### config.mk
export PLATFORM = sky130hd
export DESIGN_NAME = vga_timing_gen
export DESIGN_NICKNAME = d
export VERILOG_FILES = /design/src/rtl/vga_timing_gen.sv
export SDC_FILE = /design/constraint.sdc
export NUM_CORES = 1
export LEC_CHECK = 0
export CAP_MARGIN = 20
export CORE_MARGIN = 3
export CORE_UTILIZATION = 47
export CTS_BUF_LIST = sky130_fd_sc_hd__clkbuf_8
export DETAILED_ROUTE_END_ITERATION = 8
export GPL_ROUTABILITY_DRIVEN = 0
export PLACE_DENSITY = 0.89
export SYNTH_ARGS = -nofsm -noshare
export SYNTH_HDL_FRONTEND = slang
export SYNTH_SLANG_ARGS = --single-unit
### constraint.sdc
create_clock -name clk -period 2.1 [get_ports clk]
set_input_delay 0.42 -clock clk [delete_from_list [all_inputs] [get_ports clk]]
set_output_delay 0.42 -clock clk [all_outputs]
set_load 0.005 [all_outputs]
### src/rtl/vga_timing_gen.sv
// vga_timing_gen: 640x480@60 Hz VGA raster timing from the 100 MHz system clock.
// Produces a pixel-rate strobe, free-running hCount/vCount, active-low syncs,
// the visible-window qualifier and a once-per-frame tick.
// Optional feature macro GAME_CLK_EN adds a frame-divided square wave on game_clk;
// without it game_clk is tied low and no frame counter is built.

module vga_timing_gen #(
  parameter int CLK_DIV     = 4,
  parameter int H_TOTAL     = 800,
  parameter int H_SYNC      = 96,
  parameter int H_ACT_START = 144,
  parameter int H_ACT_END   = 784,
  parameter int V_TOTAL     = 525,
  parameter int V_SYNC      = 2,
  parameter int V_ACT_START = 35,
  parameter int V_ACT_END   = 515,
  parameter int GAME_DIV    = 2
) (
  input  logic       clk,
  input  logic       rst,
  output logic       pix_en,
  output logic [9:0] hCount,
  output logic [9:0] vCount,
  output logic       hSync,
  output logic       vSync,
  output logic       bright,
  output logic       frame_tick,
  output logic       game_clk
);

  localparam logic [3:0] DIV_LAST    = 4'(CLK_DIV - 1);
  localparam logic [9:0] H_LAST      = 10'(H_TOTAL - 1);
  localparam logic [9:0] V_LAST      = 10'(V_TOTAL - 1);
  localparam logic [9:0] H_SYNC_END  = 10'(H_SYNC);
  localparam logic [9:0] V_SYNC_END  = 10'(V_SYNC);
  localparam logic [9:0] H_ACT_FIRST = 10'(H_ACT_START);
  localparam logic [9:0] H_ACT_STOP  = 10'(H_ACT_END);
  localparam logic [9:0] V_ACT_FIRST = 10'(V_ACT_START);
  localparam logic [9:0] V_ACT_STOP  = 10'(V_ACT_END);

  // Counters are 10 bits and the divider 4 bits, so oversized settings cannot work.
  if (CLK_DIV < 2 || CLK_DIV > 16 || H_TOTAL > 1024 || V_TOTAL > 1024 || GAME_DIV < 1)
  begin : g_badParams
    $error("vga_timing_gen: unsupported CLK_DIV, H_TOTAL, V_TOTAL or GAME_DIV");
  end

  logic [3:0] r_divCnt;
  logic [9:0] r_hCount;
  logic [9:0] r_vCount;
  logic       w_pixEn;
  logic       w_hLast;
  logic       w_vLast;
  logic       w_frameTick;

  assign w_pixEn     = (r_divCnt == DIV_LAST);
  assign w_hLast     = (r_hCount == H_LAST);
  assign w_vLast     = (r_vCount == V_LAST);
  assign w_frameTick = w_pixEn && w_hLast && w_vLast;

  // Pixel-rate divider: counts 0..CLK_DIV-1 and wraps on the strobe cycle.
  always_ff @(posedge clk or posedge rst) begin
    if (rst) begin
      r_divCnt <= '0;
    end else if (w_pixEn) begin
      r_divCnt <= '0;
    end else begin
      r_divCnt <= r_divCnt + 4'd1;
    end
  end

  // Raster counters: hCount advances per pixel, vCount advances on the line wrap.
  always_ff @(posedge clk or posedge rst) begin
    if (rst) begin
      r_hCount <= '0;
      r_vCount <= '0;
    end else if (w_pixEn) begin
      if (w_hLast) begin
        r_hCount <= '0;
        if (w_vLast) begin
          r_vCount <= '0;
        end else begin
          r_vCount <= r_vCount + 10'd1;
        end
      end else begin
        r_hCount <= r_hCount + 10'd1;
      end
    end
  end

  // Flags decode straight from the count registers so they never skew against them.
  always_comb begin
    pix_en     = w_pixEn;
    hCount     = r_hCount;
    vCount     = r_vCount;
    hSync      = !(r_hCount < H_SYNC_END);
    vSync      = !(r_vCount < V_SYNC_END);
    bright     = (r_hCount >= H_ACT_FIRST) && (r_hCount < H_ACT_STOP) &&
                 (r_vCount >= V_ACT_FIRST) && (r_vCount < V_ACT_STOP);
    frame_tick = w_frameTick;
  end

`ifdef GAME_CLK_EN
  localparam int             FRAME_W    = (GAME_DIV > 1) ? $clog2(GAME_DIV) : 1;
  localparam logic [FRAME_W-1:0] FRAME_LAST = FRAME_W'(GAME_DIV - 1);

  logic [FRAME_W-1:0] r_frameCnt;
  logic               r_gameClk;

  // Frame divider: every GAME_DIV frame ticks the game clock flips phase.
  always_ff @(posedge clk or posedge rst) begin
    if (rst) begin
      r_frameCnt <= '0;
      r_gameClk  <= 1'b0;
    end else if (w_frameTick) begin
      if (r_frameCnt == FRAME_LAST) begin
        r_frameCnt <= '0;
        r_gameClk  <= ~r_gameClk;
      end else begin
        r_frameCnt <= r_frameCnt + 1'b1;
      end
    end
  end

  assign game_clk = r_gameClk;
`else
  assign game_clk = 1'b0;
`endif

endmodule

Figure 1. The metal 3 layer (run 1).
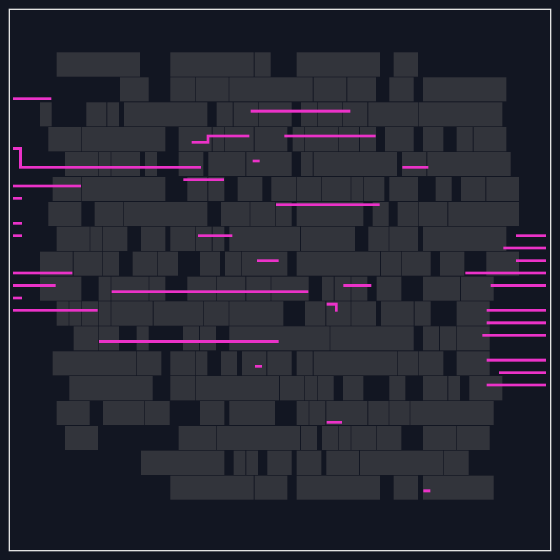
longest straight run: 21.2 um
share of all routed wire: 5.8%
nets with wire on the layer: 33
wire length on this layer: 214 um
main direction: horizontal
Routed WL: 3680 um
Via Count: 1279

Figure 2. Sizing map (run 1).
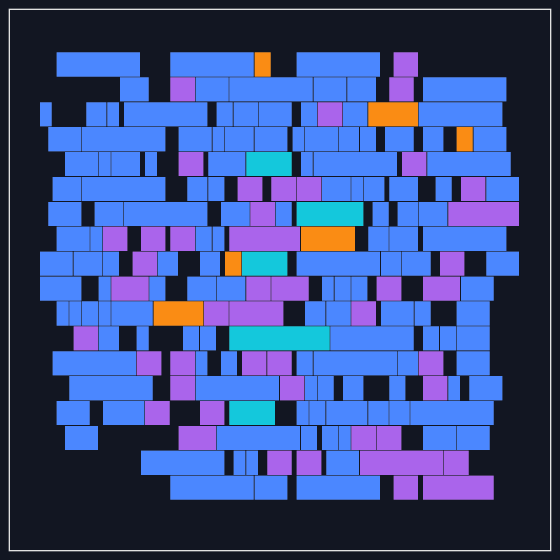
[drive 2] orange | cells: 6 | share: 3.1%
[drive 6 and up] cyan | cells: 5 | share: 2.6%
[drive 3 to 4] purple | cells: 46 | share: 24%
[drive 1 or less] blue | cells: 138 | share: 71%
Setup WS post-layout: -210 ps
final instance area: 2010 um2
area grow syn2layout: 52.6%

Figure 3. Gate-type map (run 1).
Bar = 20 um.
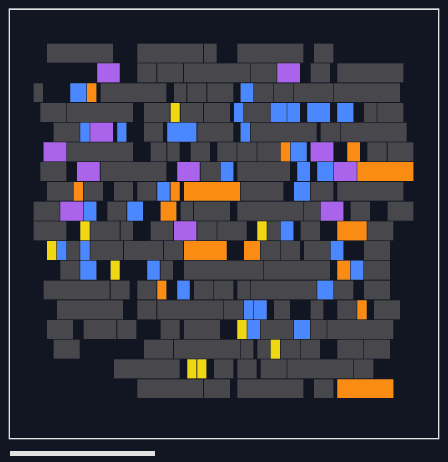
[inverters] yellow | cells: 9 | most used: inv_1
[XOR/XNOR gates] purple | cells: 11 | most used: xnor2_1
[NAND gates] blue | cells: 32 | most used: nand3_1
[NOR gates] orange | cells: 15 | most used: nor2_1
most frequent logic cell in the layout: buf_4
multi-input logic portion of the cell area: 36.0%
Non-Filler Instances: 225

==> run_results.csv, run 1 <==
group,metric,value,unit
power_and_ir_drop,power.density,437,nW/um2
clock_network,clkLatencyLatePin,270,ps
yosys,edf_count,0,
yosys,yosysChipArea,1320,um2
clock_network,cts-root-buf,"clkbuf_8",
yosys,synth.distinct_cells,43,
power_and_ir_drop,leakagePower,0.968,nW
routing,detail-route-antenna-nets,0,
final_timing,rsz0062_at_grt,"yes",
power_and_ir_drop,seqPwrFrac,52.5,%
die,chipArea,3480,um2
worst_setup_path,r2r_cells,6,
global_route,grt_pass1_wl,6110,um
clock_network,numCtsBuffers,3,
finish,regArea,601,um2
worst_setup_path,crit_path_top_delay_cell,"or4_4",
yosys,syn_inst,134,
worst_setup_path,rr_endpoint,"hCount[9]$_DFFE_PP0P_",
yosys,ys_cells,134,
status,violations,"setup timing",
finish,final-comb-area,726,um2
power_and_ir_drop,power,0.880,mW
status,outcome,"finished with violations",
die,ios,28,
final_timing,postLayoutSetupSlackWorst,-210,ps
final_timing,setup_violations,2,
placement,dp.cells,217,
placement,portBuffers,26,
worst_setup_path,critical-path-max-stage-delay,450,ps
[run 1: layer usage]
metal | GRT usage, % | wire length [um] | vias up
met5 | 0 | 0 | -
met4 | 9.06 | 65 | 0
met3 | 3.92 | 213 | 7
met2 | 39.9 | 1950 | 46
met1 | 29.1 | 1450 | 619
li1 | - | - | 607
[run 1: flip-flops by register name, indices dropped and copies added, names as in the netlist]
register	cells
r_divCnt	4
hCount	10
vCount	10
[run 1: logic make-up after synthesis]
logic type	after synthesis	share of synthesized area, %
AND-OR/OR-AND	18	9.57
XOR/XNOR	11	7.30
adder cells (fa/ha/maj)	5	4.74
buffers and inverters	16	5.59
flip-flops	24	45.5
multiplexers	1	0.758
other	1	0.284
AND/OR/NAND/NOR	58	26.3
[run 1: repair_timing]
item | in CTS | in global routing
setup buffers | 2 | 2
resized | 18 | 5
pin swaps | 6 | 6
setup endpoints to repair | 6 | 13
[run 1: power groups by stage]
stage                     clock network, mW  registers (mW)  logic [mW]
after global routing                  0.431           0.462      0.0150
after global placement                    0           0.471      0.0129
after detailed placement                  0           0.471      0.0133
final                                 0.405           0.462      0.0128
after floorplan                           0           0.471     0.00862
after CTS                             0.414           0.462      0.0134
[run 1: placed cells by master, fill, tap and decap left out, drive strengths merged, types with 3 or more instances in the layout]
cell type	synthesis	final
nand4	8	8
inv	8	8
ha	5	5
nor2	7	7
nor3	3	3
clkdlybuf4s50	0	22
clkbuf	3	4
xor2	4	4
nor4	3	3
or4	4	4
nand3	13	13
xnor2	7	7
buf	4	40
o21ai	7	7
dfrtp	24	24
a21oi	3	3
nand2	7	7
[run 1: worst max-delay path by stage]
| stage | startpoint | endpoint | slack (ps) | cells past startpoint |
|---|---|---|---|---|
| after floorplan | r_divCnt[0]$_DFF_PP0_ | frame_tick | 60 | 6 |
| after detailed placement | r_divCnt[0]$_DFF_PP0_ | frame_tick | -300 | 5 |
| after CTS | r_divCnt[0]$_DFF_PP0_ | frame_tick | -280 | 5 |
| final | r_divCnt[0]$_DFF_PP0_ | frame_tick | -210 | 5 |
| after global routing | r_divCnt[0]$_DFF_PP0_ | frame_tick | -270 | 5 |
| after global placement | vCount[0]$_DFFE_PP0P_ | bright | -210 | 7 |
[run 1: Yosys cell counts, drive strengths merged, types with 4 or more instances]
library cell	count
buf	4
dfrtp	24
ha	5
inv	8
nand2	7
nand3	13
nand4	8
nor2	7
o21ai	7
or4	4
xnor2	7
xor2	4
[run 1: stage by stage]
step	instance area, um2	TNS (ps)	hold WS [ps]	utilization (%)
2_1_floorplan	1340	0	435	-
3_3_place_gp	1840	-418	498	71.8
3_5_place_dp	1840	-628	541	71.8
4_1_cts	1970	-656	506	76.8
5_1_grt	2010	-422	553	78.5
6_report	2010	-274	507	78.5
[run 1: layout make-up]
| type | count | share of cell area (%) |
|---|---|---|
| timing repair buffer | 64 | 27.1 |
| multi-input combinational | 94 | 36.0 |
| tap | 30 | 1.86 |
| clock inverter | 1 | 1.49 |
| sequential | 24 | 29.8 |
| clock buffer | 3 | 2.05 |
| inverter | 9 | 1.68 |
[run 1: tightest hold or removal path, cell delays in order]
cell and delay, ps:
clkdlybuf4s50_1 400, inv_1 50, buf_4 300
==> run 2: changes to the inputs <==
--- a/config.mk
+++ b/config.mk
@@ -7,11 +7,11 @@
 export LEC_CHECK = 0
 export CAP_MARGIN = 20
 export CORE_MARGIN = 3
-export CORE_UTILIZATION = 47
+export CORE_UTILIZATION = 39
 export CTS_BUF_LIST = sky130_fd_sc_hd__clkbuf_8
 export DETAILED_ROUTE_END_ITERATION = 8
 export GPL_ROUTABILITY_DRIVEN = 0
-export PLACE_DENSITY = 0.89
+export PLACE_DENSITY = 0.77
 export SYNTH_ARGS = -nofsm -noshare
 export SYNTH_HDL_FRONTEND = slang
 export SYNTH_SLANG_ARGS = --single-unit
Figure 4. Clock distribution (run 2).
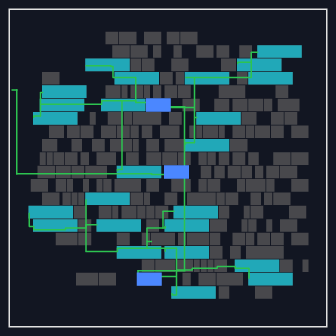
[flip-flops] cyan | count: 24
[clock wires] green | length: 307 um
[cells driving clock nets] blue | count: 3
flops lie: widely spread
Clk. pwr: 0.317 mW
Late-Pin Clk Latency: 270 ps
clk_skew: 1.78 ps

==> run 2 against run 1 <==
  * Synthesized area did not move
  * Clock power fell by 22%
  * Largest cell class unchanged
  * Die size rose by 18%
  * Wire length fell by 5.4%
  * Final cell count rose by 9.3%
  * Combinational power barely moved
  * The run still ends with setup timing left
  * Register-to-register slack improved by 70 ps
  * Setup slack improved by 52 ps
  * Flip-flop count did not move
  * Hold slack improved by 3.2 ps
==> run_results.csv, run 2 <==
group,metric,value,unit
worst_setup_path,critical-path-max-stage-delay,450,ps
placement,pre_cts_ws,-310,ps
worst_setup_path,startpoint,"r_divCnt[1]$_DFF_PP0_",
die,ios,28,
routing,drt-pass1-iter-count,4,
finish,final_common_cell,"buf_4",
yosys,ys_cells,134,
final_timing,hold_ws,511,ps
worst_setup_path,crit_path_top_delay_cell,"or4_4",
final_timing,setup-tns-final,-168,ps
yosys,edf_count,0,
yosys,syn_inst,134,
routing,via_per_inst,5.30,
clock_network,cts-root-buf,"clkbuf_8",
worst_setup_path,rrSetupSlack,100,ps
worst_setup_path,r2r_cells,6,
worst_setup_path,rr_endpoint,"hCount[9]$_DFFE_PP0P_",
status,violations,"setup timing",
global_route,grt_pass1_wl,6270,um
final_timing,postLayoutSetupSlackWorst,-158,ps
finish,diodes,0,
power_and_ir_drop,power.density,390,nW/um2
routing,num_vias,1305,
finish,nets,210,
final_timing,setup_violations,2,
yosys,top_cells_by_count,"24 x dfrtp_1, 13 x nand3_1, 8 x inv_1, 8 x nand4_1",
placement,portBuffers,26,
worst_setup_path,endpoint,"frame_tick",
clock_network,numCtsBuffers,3,
die,chipArea,4120,um2
status,outcome,"finished with violations",
finish,utilization,65.0,%
final_timing,rsz0062_at_grt,"yes",
routing,detail-route-antenna-nets,0,
yosys,synth.distinct_cells,43,
yosys,most_common_cell,"dfrtp_1",
yosys,yosysChipArea,1320,um2
finish,fin_area,2030,um2
finish,most-common-layout-cells,"45 x buf_4, 24 x dfrtp_1, 22 x clkdlybuf4s50_1",
power_and_ir_drop,power,0.792,mW
Figure 5. Gate-type map (run 2).
Bar = 20 um.
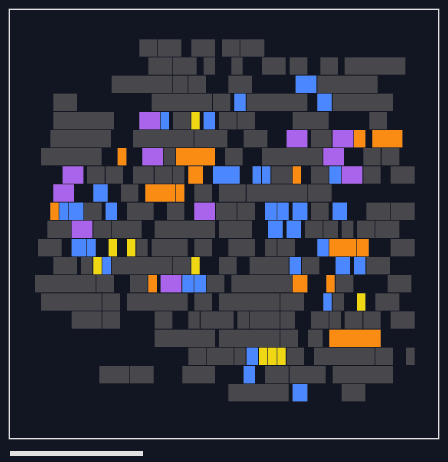
[NAND gates] blue | cells: 32 | most used: nand3_1
[NOR gates] orange | cells: 15 | most used: nor2_1
[XOR/XNOR gates] purple | cells: 11 | most used: xnor2_1
[inverters] yellow | cells: 9 | most used: inv_1
multi-input logic portion of the cell area: 34.5%
Non-Filler Instances: 246

-- run 2: cell counts after synthesis --
No cell type changed its count.
-- run 2: what timing repair did --
item | in CTS | in global routing
setup buffers | 4 | 2
endpoints found under the setup margin | 5 | 10
pin swaps | 5 | 6
resized | 15 | 6
-- run 2: power breakdown --
group / leakage (nW) / switching, mW / total (mW) / internal, mW
clock: 0.0288 / 0.150 / 0.317 / 0.168
combinational: 0.634 / 0.00977 / 0.0128 / 0.00300
sequential: 0.321 / 0 / 0.462 / 0.462
total: 0.984 / 0.159 / 0.792 / 0.632
-- run 2: layer usage --
metal / global-route usage (%) / wire length, um
met1: 21.8 / 1390
met2: 35.2 / 1880
met4: 7.39 / 73
met5: 0 / 0
met3: 4.39 / 132
-- run 2: cells by family (layout without fill, tap and decap cells) --
family	count (synthesis)	in the layout	share of synthesized area, %
buf+inv	16	84	5.59
mux	1	1	0.758
xor+xnor	11	11	7.30
compound gates	18	18	9.57
other cells	1	1	0.284
fa+ha+maj	5	5	4.74
flops	24	24	45.5
simple gates	58	58	26.3
-- run 2: cell type report --
type | count | area (um2)
Tap cell | 44 | 55.1
Multi-Input combinational cell | 94 | 702
Clock buffer | 4 | 55.1
Sequential cell | 24 | 601
Fill cell | 267 | 1100
Inverter | 9 | 33.8
Timing Repair Buffer | 71 | 586
-- run 2: critical path: cells and delay by family (launching register included) --
kind | cells | cell delay (ps)
AND/OR/NAND/NOR | 3 | 910
flip-flops | 1 | 360
adder cells (fa/ha/maj) | 1 | 180
buffers and inverters | 1 | 110
-- run 2: how the worst min path moves through the flow --
stage                                       end  slack (ps)  cells after the start
after CTS                 vCount[9]$_DFFE_PP0P_         510                      3
after global routing      r_divCnt[3]$_DFF_PP0_         550                      3
final                     vCount[2]$_DFFE_PP0P_         510                      3
after global placement    r_divCnt[1]$_DFF_PP0_         500                      1
after detailed placement  r_divCnt[1]$_DFF_PP0_         520                      1
after floorplan           hCount[0]$_DFFE_PP0P_         430                      1
==> run 3: changes to the inputs <==
--- a/config.mk
+++ b/config.mk
@@ -7,11 +7,11 @@
 export LEC_CHECK = 0
 export CAP_MARGIN = 20
 export CORE_MARGIN = 3
-export CORE_UTILIZATION = 39
+export CORE_UTILIZATION = 47
 export CTS_BUF_LIST = sky130_fd_sc_hd__clkbuf_8
 export DETAILED_ROUTE_END_ITERATION = 8
 export GPL_ROUTABILITY_DRIVEN = 0
-export PLACE_DENSITY = 0.77
+export PLACE_DENSITY = 0.75
 export SYNTH_ARGS = -nofsm -noshare
 export SYNTH_HDL_FRONTEND = slang
 export SYNTH_SLANG_ARGS = --single-unit
Figure 6. Gate-type map (run 3).
Bar = 20 um.
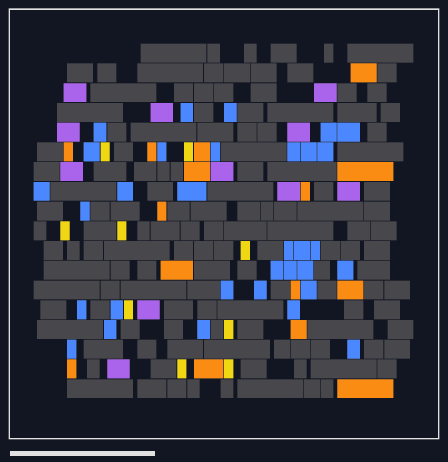
multi-input logic portion of the cell area: 36.1%
Non-Filler Instances: 229

==> run 3 against run 2 <==
  * The flow still finishes with violations (setup timing)
  * Sequential power barely moved
  * Register-to-register slack lost 30 ps
  * Wire length rose by 9.9%
  * Final cell count fell by 6.9%
  * Clock skew about the same
  * Core utilization increased by 13 points
  * Largest power group unchanged
  * Critical endpoint unchanged
  * Synthesized cell count unchanged
  * Highest routed layer unchanged
  * Die size fell by 15%
  * Non-clock buffer count fell by 3
  * Power increased by 0.56%
  * Clock-buffer cell count unchanged
==> run_results.csv, run 3 <==
group,metric,value,unit
status,outcome,"finished with violations",
status,violations,"setup timing",
clock_network,numCtsBuffers,3,
finish,nets,207,
final_timing,hold_ws,494,ps
die,ios,28,
yosys,synthAoiAreaFrac,9.57,%
power_and_ir_drop,leakagePower,0.966,nW
yosys,yosysChipArea,1320,um2
routing,drt-pass1-iter-count,4,
yosys,ys_cells,134,
clock_network,cts_buffer_depth,2,
yosys,xor_share,7.30,%
routing,via_per_inst,5.83,
final_timing,rsz0062_at_grt,"yes",
yosys,fa_ha_area_share,4.74,%
power_and_ir_drop,switchingPower,0.164,mW
placement,dpl-instance-area,1890,um2
clock_network,cts-root-buf,"clkbuf_8",
die,chipArea,3480,um2
global_route,grt_pass1_wl,6190,um
finish,regArea,602,um2
finish,most-common-layout-cells,"42 x buf_4, 23 x dfrtp_1, 21 x clkdlybuf4s50_1",
power_and_ir_drop,p_comb_share,1.6,%
power_and_ir_drop,power.density,395,nW/um2
yosys,synth-simple-area-share,26.3,%
yosys,most_common_cell,"dfrtp_1",
yosys,synth.comb.largest_family,"simple AND/OR/NAND/NOR gates",
yosys,synthMuxAreaShare,0.758,%
final_timing,skew,2.18,ps
finish,area_delta_synth_final,52.5,%
power_and_ir_drop,p_int,0.632,mW
finish,final-comb-area,727,um2
finish,fin_area,2010,um2
worst_setup_path,cp.arrival,1840,ps
clock_network,clkLatencyLatePin,270,ps
power_and_ir_drop,seqPwrFrac,58.0,%
finish,fill_cells,180,
final_timing,postLayoutSetupSlackWorst,-160,ps
finish,final_common_cell,"buf_4",
power_and_ir_drop,peakVddDrop,439,uV
final_timing,setup-tns-final,-160,ps
yosys,top_cells_by_count,"24 x dfrtp_1, 13 x nand3_1, 8 x inv_1, 8 x nand4_1",
finish,diodes,0,
yosys,synth.distinct_cells,43,
finish,utilization,78.4,%
final_timing,setup_violations,1,
placement,portBuffers,26,
power_and_ir_drop,sw_frac_of_total,20.6,%
routing,detail-route-antenna-nets,0,
Figure 7. The metal 3 layer (run 3).
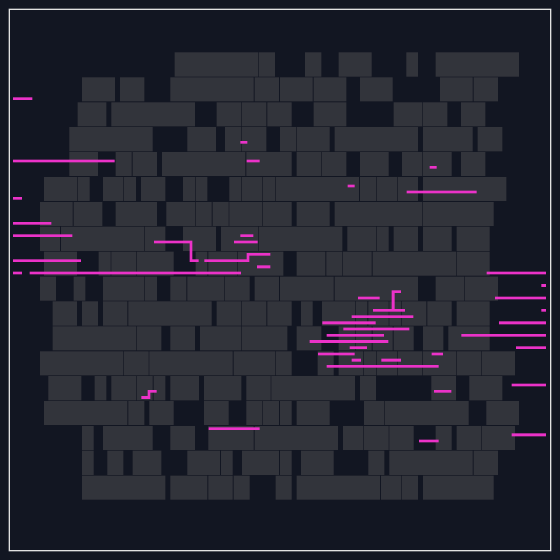
Routed WL: 3830 um
Via Count: 1336
M3 GR Usage: 3.05%

## run 3: power groups by stage
stage | clock network (mW) | registers, mW | logic (mW)
6_report | 0.322 | 0.462 | 0.0128
3_5_place_dp | 0 | 0.471 | 0.0137
5_1_grt | 0.349 | 0.462 | 0.0148
4_1_cts | 0.325 | 0.462 | 0.0138
2_1_floorplan | 0 | 0.471 | 0.00862
3_3_place_gp | 0 | 0.471 | 0.0128
## run 3: stage by stage
| stage | worst slack [ps] | std cells | power, mW |
|---|---|---|---|
| 6_report | -160 | 229 | 0.796 |
| 5_1_grt | -231 | 229 | 0.826 |
| 4_1_cts | -221 | 228 | 0.801 |
| 3_5_place_dp | -217 | 223 | 0.485 |
| 3_3_place_gp | -200 | 223 | 0.484 |
| 2_1_floorplan | 55.4 | 134 | 0.480 |
## run 3: cell type report
type	count	area share (%)
flip-flops and latches	24	29.9
multi-input cells	94	36.1
inverters	9	1.68
clock buffers	4	2.73
well taps	30	1.86
repair buffers	68	27.7
## run 3: critical path: stages (launching register included)
cell and delay, ps:
dfrtp_1 370, ha_2 180, or3b_4 380, or4_4 450, nor2_4 90, buf_2 110
## run 3: metal layers
| metal | vias up | wire [um] | GRT usage (%) | part of all wire [%] |
|---|---|---|---|---|
| met5 | - | 0 | 0 | 0 |
| met2 | 61 | 2130 | 43.1 | 56 |
| met3 | 13 | 190 | 3.05 | 5.0 |
| met1 | 649 | 1390 | 26.3 | 36 |
| met4 | 0 | 107 | 12.3 | 2.8 |
| li1 | 613 | - | - | - |
## run 3: what timing repair did
action,in CTS,in global routing
setup endpoints to repair,5,7
setup buffers,1,1
hold buffers,0,0
gates cloned,0,0
pin swaps,5,8
gates resized,14,16
## run 3: cells by family (layout without fill, tap and decap cells)
family | count (synthesis) | in the layout
fa+ha+maj | 5 | 5
simple gates | 58 | 58
xor+xnor | 11 | 11
compound gates | 18 | 18
other cells | 1 | 1
buf+inv | 16 | 81
mux | 1 | 1
flops | 24 | 24
## run 3: final timing paths
check / startpoint / endpoint / slack (ps) / depth (start not counted)
worst max-delay path: r_divCnt[1]$_DFF_PP0_ / frame_tick / -160 / 5
worst min-delay path: rst / r_divCnt[2]$_DFF_PP0_ / 490 / 3
worst max register to register: r_divCnt[1]$_DFF_PP0_ / hCount[9]$_DFFE_PP0P_ / 70 / 6
worst min register to register: r_divCnt[0]$_DFF_PP0_ / r_divCnt[1]$_DFF_PP0_ / 530 / 1
max in group asynchronous: rst / vCount[7]$_DFFE_PP0P_ / 1350 / 3
min in group clk: r_divCnt[0]$_DFF_PP0_ / r_divCnt[1]$_DFF_PP0_ / 530 / 1

==> notes/layouts.md <==
Pictures saved along the way, in no particular order.

Track usage over the die.
Plate I
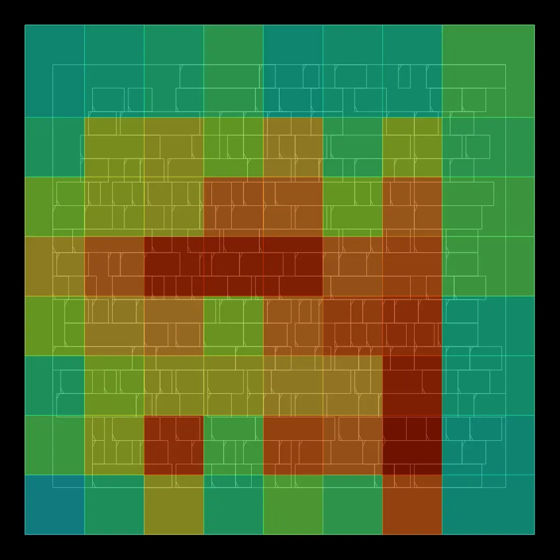
Plate II
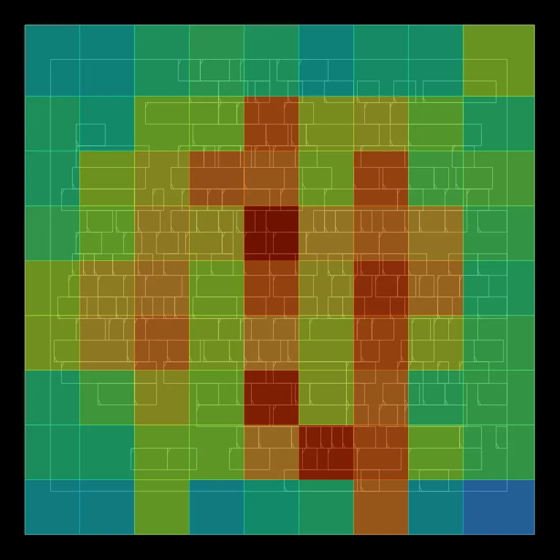
Plate III
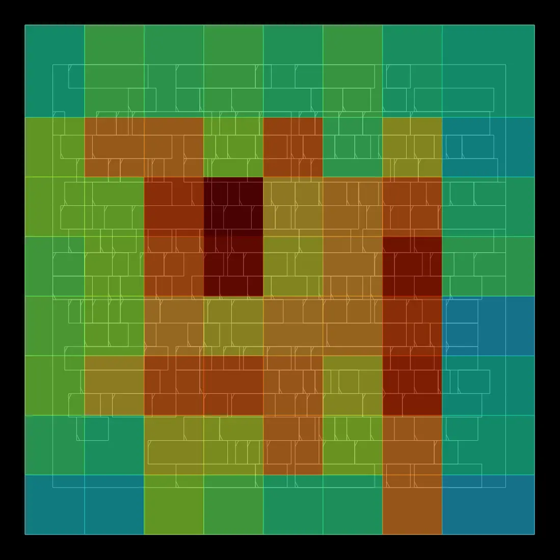
- run 1 = Plate III
- run 3 = Plate I
- run 2 = Plate II
Of these, lowest utilization: Plate II

Power and IR drop assume default switching activity.
